==> config.mk <==
export PLATFORM = sky130hd
export DESIGN_NAME = chacha_block
export DESIGN_NICKNAME = d
export VERILOG_FILES = /design/src/rtl/chacha_block.sv
export SDC_FILE = /design/constraint.sdc
export NUM_CORES = 1
export LEC_CHECK = 0
export CAP_MARGIN = 20
export CELL_PAD_IN_SITES_DETAIL_PLACEMENT = 2
export CELL_PAD_IN_SITES_GLOBAL_PLACEMENT = 2
export CORE_ASPECT_RATIO = 0.75
export CORE_MARGIN = 2
export CORE_UTILIZATION = 43
export CTS_CLUSTER_DIAMETER = 120
export DETAILED_ROUTE_END_ITERATION = 10
export GPL_ROUTABILITY_DRIVEN = 1
export PLACE_DENSITY_LB_ADDON = 0.1
export SLEW_MARGIN = 20
export SYNTH_ARGS = -nofsm -noshare
export SYNTH_HDL_FRONTEND = slang
export SYNTH_SLANG_ARGS = --single-unit
export TNS_END_PERCENT = 10
==> constraint.sdc <==
create_clock -name clk -period 23.3 [get_ports clk]
set_input_delay 3.495 -clock clk [delete_from_list [all_inputs] [get_ports clk]]
set_output_delay 3.495 -clock clk [all_outputs]
set_load 0.02 [all_outputs]
Fig. 1: cell outlines without signal wires
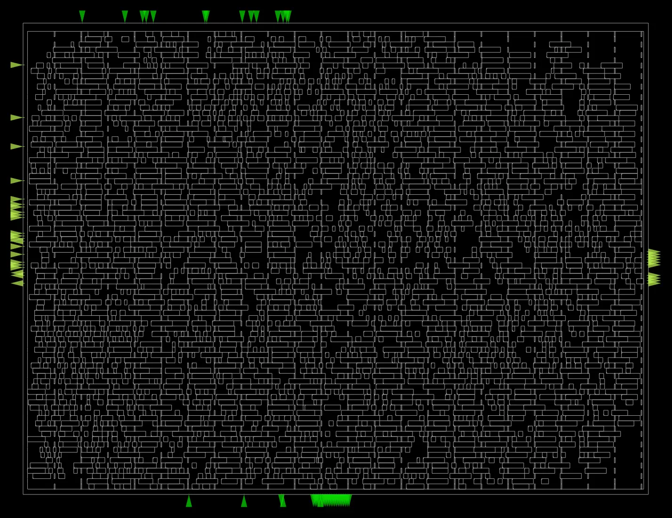
register fraction of the total cell area: 0.4320
Core ar.: 75440 µm²
Final Core Density: 0.4862
filler instances: 7178

Fig. 2: cell sizes after repair
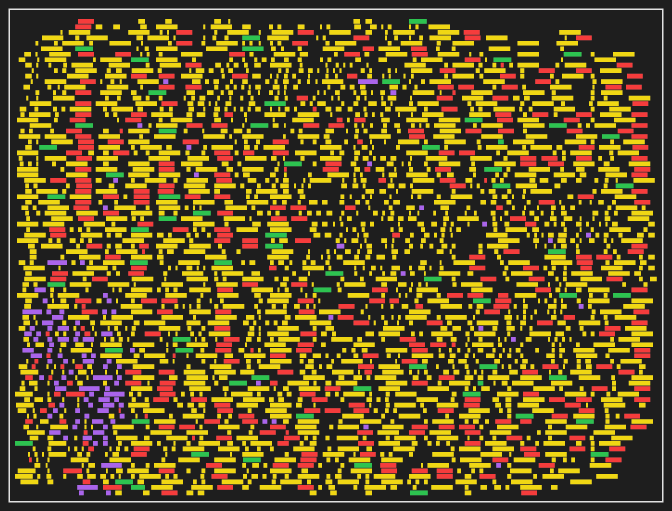
legend:
  red:
    size: _2 cells
    cells: 352
    most_used: mux4_2
  purple:
    size: _3 and _4 cells
    cells: 105
    most_used: buf_4
  yellow:
    size: _0 and _1 cells
    cells: 2035
    most_used: edfxtp_1
  green:
    size: _6 and larger
    cells: 64
    most_used: clkbuf_16
fin worst setup slack: 9.959 ns
final instance area: 36680 µm²

Fig. 3: clock distribution
Bar = 100 µm.
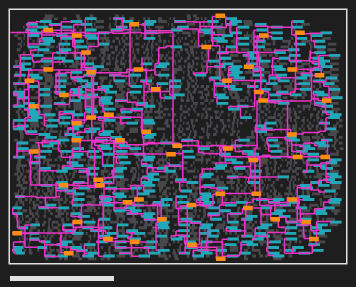
legend:
  cyan:
    item: flip-flops
    count: 530
  magenta:
    item: clock wires
    length: 8410 µm
  orange:
    item: clock drivers
    count: 57
routed clock nets: 58
flops lie: widely spread
Worst Skew: 0.03250 ns
Latency at later pin: 0.67 ns

Fig. 4: signal metal coverage by tile
The die is cut into 32 by 24 equal tiles; dark blue is low, red is high, scaled to the fullest tile. Values are wire area over tile area, all layers added.
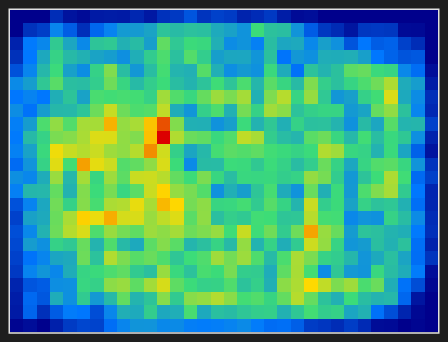
nearly empty tiles: 3.4%
emptiest ninth of the die: north-east
tiles over half the peak: 31%
fullest tile: 0.91
wire per inst: 46.61 µm
Post-Route WL: 167100 µm
Tot GR Track Use: 0.4216

==> impl_metrics.toml <==
# implementation run metrics
[logic_synthesis]
top_area_frac = 0.4670
synth_warnings = 0
ys_area_um2 = 32920
yosys_cells = 2549
syn-cell-area_um2 = 32920
syn_area_per_cell_um2 = 12.92
syn_nets = 2656
yosys.area.top_type = "edfxtp_1"
synth-edff-count = 512
topCellsByArea = "edfxtp_1 (47%), mux4_2 (20%), o22ai_1 (8.8%)"
yosys.cell_types.count = 83
ys_ff = 530
ys_async_sr_fraction = 0.03396
yosys_most_used_dff = "edfxtp_1"
syn_inst = 2549
seq_area_frac_synth = 0.4807
synth_top_cell_by_count = "edfxtp_1"
top_cells_by_count = "edfxtp_1 (512), o22ai_1 (464), mux4_2 (288), clkbuf_1 (200), nand2_1 (173)"

[route]
top_layer_used = "met5"
viasPerCell = 7.793
drt_first_iter_violations = 4966
ant_nets = 0
post-route-drc-count = 0
wl_met1_um = 63830
wl_met2_um = 72250
dr_total_vias = 27930
dr.pass1.iters = 5
route.met3.wl_um = 22610

[global_routing]
use_met3 = 0.1311
first_global_vias = 28000
use_met2 = 0.6187
use_met1 = 0.5783
antenna_found_initial = 10
top_usage_layer = "met2"
grt_pass1_wl_um = 229700
grt-ovfl-total = 0
grt_max_degree = 97

[final_timing]
fin_tns_setup_ns = 0
grt_setup_unrepaired = "no"
max_slew_margin = 0.1995
worstMarginPinSlew_ns = 1.188
setup_viol_count_final = 0
fin_crit_sh = 0.5726
finalHoldViolCount = 0
timing.fmax_mhz = 74.96
slew_viol_final = 0
fin_crit_ns = 13.34

[layout]
nonClockInverterCount = 60
flop_area_um2 = 15840
comb_cells = 1719
comb_area_frac = 0.4444
nClkBuffers = 70
clock_area_frac = 0.04759
final_common_cell = "edfxtp_1"
area_growth_pct = 11.40
largest_register_ffs = 512
nets = 2619
final-nonclk-buf-share = 0.03459
final_cell_mix = "edfxtp_1 (512), o22ai_1 (464), mux4_2 (288)"
seq_cells = 530
final-comb-area_um2 = 16300
dominant_cells = "logic gates"
n_all_buffers = 144
drive_gt1_frac = 0.2038
n_antenna_cell = 5

[floorplan]
fp.dieH_um = 243.6
die_x_um = 323.5
placementRows = 87
die_area_um2 = 78820
nWellTaps = 1023
fp_util = 0.4364
num_io_pins = 71

[cts]
cts-resized-gates = 0
h-tree-depth = 2
cts_inserted_buffers = 57
post_cts_buffers = 0
cts_sinks = 530
cts_tree = "yes"
ctsHoldBuffers = 0
cts.path.max_buffers = 3
cts-root-buf = "clkbuf_16"
clkTransAtPathRegs_ns = 0.07

[setup_path]
reg2reg_depth = 35
critPathLaunchType = "register"
slowest_delay_ns = 0.89
crit_buf_inv = 5
crit_arrival_ns = 13.71
cp-end-kind = "register"
slowest_stage = "xor2_1"
cp.depth = 35
worst_ep_required_time_ns = 23.67
reg2reg_slack_ns = 9.96
worstPathMaxFanout = 34
cp_top_family = "AND-OR/OR-AND gates"
critPathKind = "reg2reg"

[min_path]
holdCritPathClass = "reg2reg"
hold_depth = 1

[place]
routabilityCongestion = 1.007
portBuffers = 70
dpl.hpwl_um = 111300

[outcome]
status = "finished, final reports clean"

[flow_run]
warnings = 32
cap_viol_max_count = 0
-- through the flow --
| step | hold WS (ns) | instance area [µm²] | worst slack, ns | std cells |
|---|---|---|---|---|
| final | 0.4756 | 36680 | 9.959 | 3584 |
| after global routing | 0.5046 | 36660 | 9.763 | 3579 |
| after CTS | 0.4786 | 36630 | 10.58 | 3579 |
| after detailed placement | 0.4660 | 34880 | 10.73 | 3476 |
| after global placement | 0.4552 | 34860 | 10.90 | 3476 |
| after floorplan | 0.4305 | 32920 | 14.65 | 2549 |
-- logic make-up after synthesis --
family / synth area share
buf+inv: 0.03493
mux: 0.2107
fa+ha+maj: 0.02809
xor+xnor: 0.03736
simple gates: 0.05659
flops: 0.4807
compound gates: 0.1516
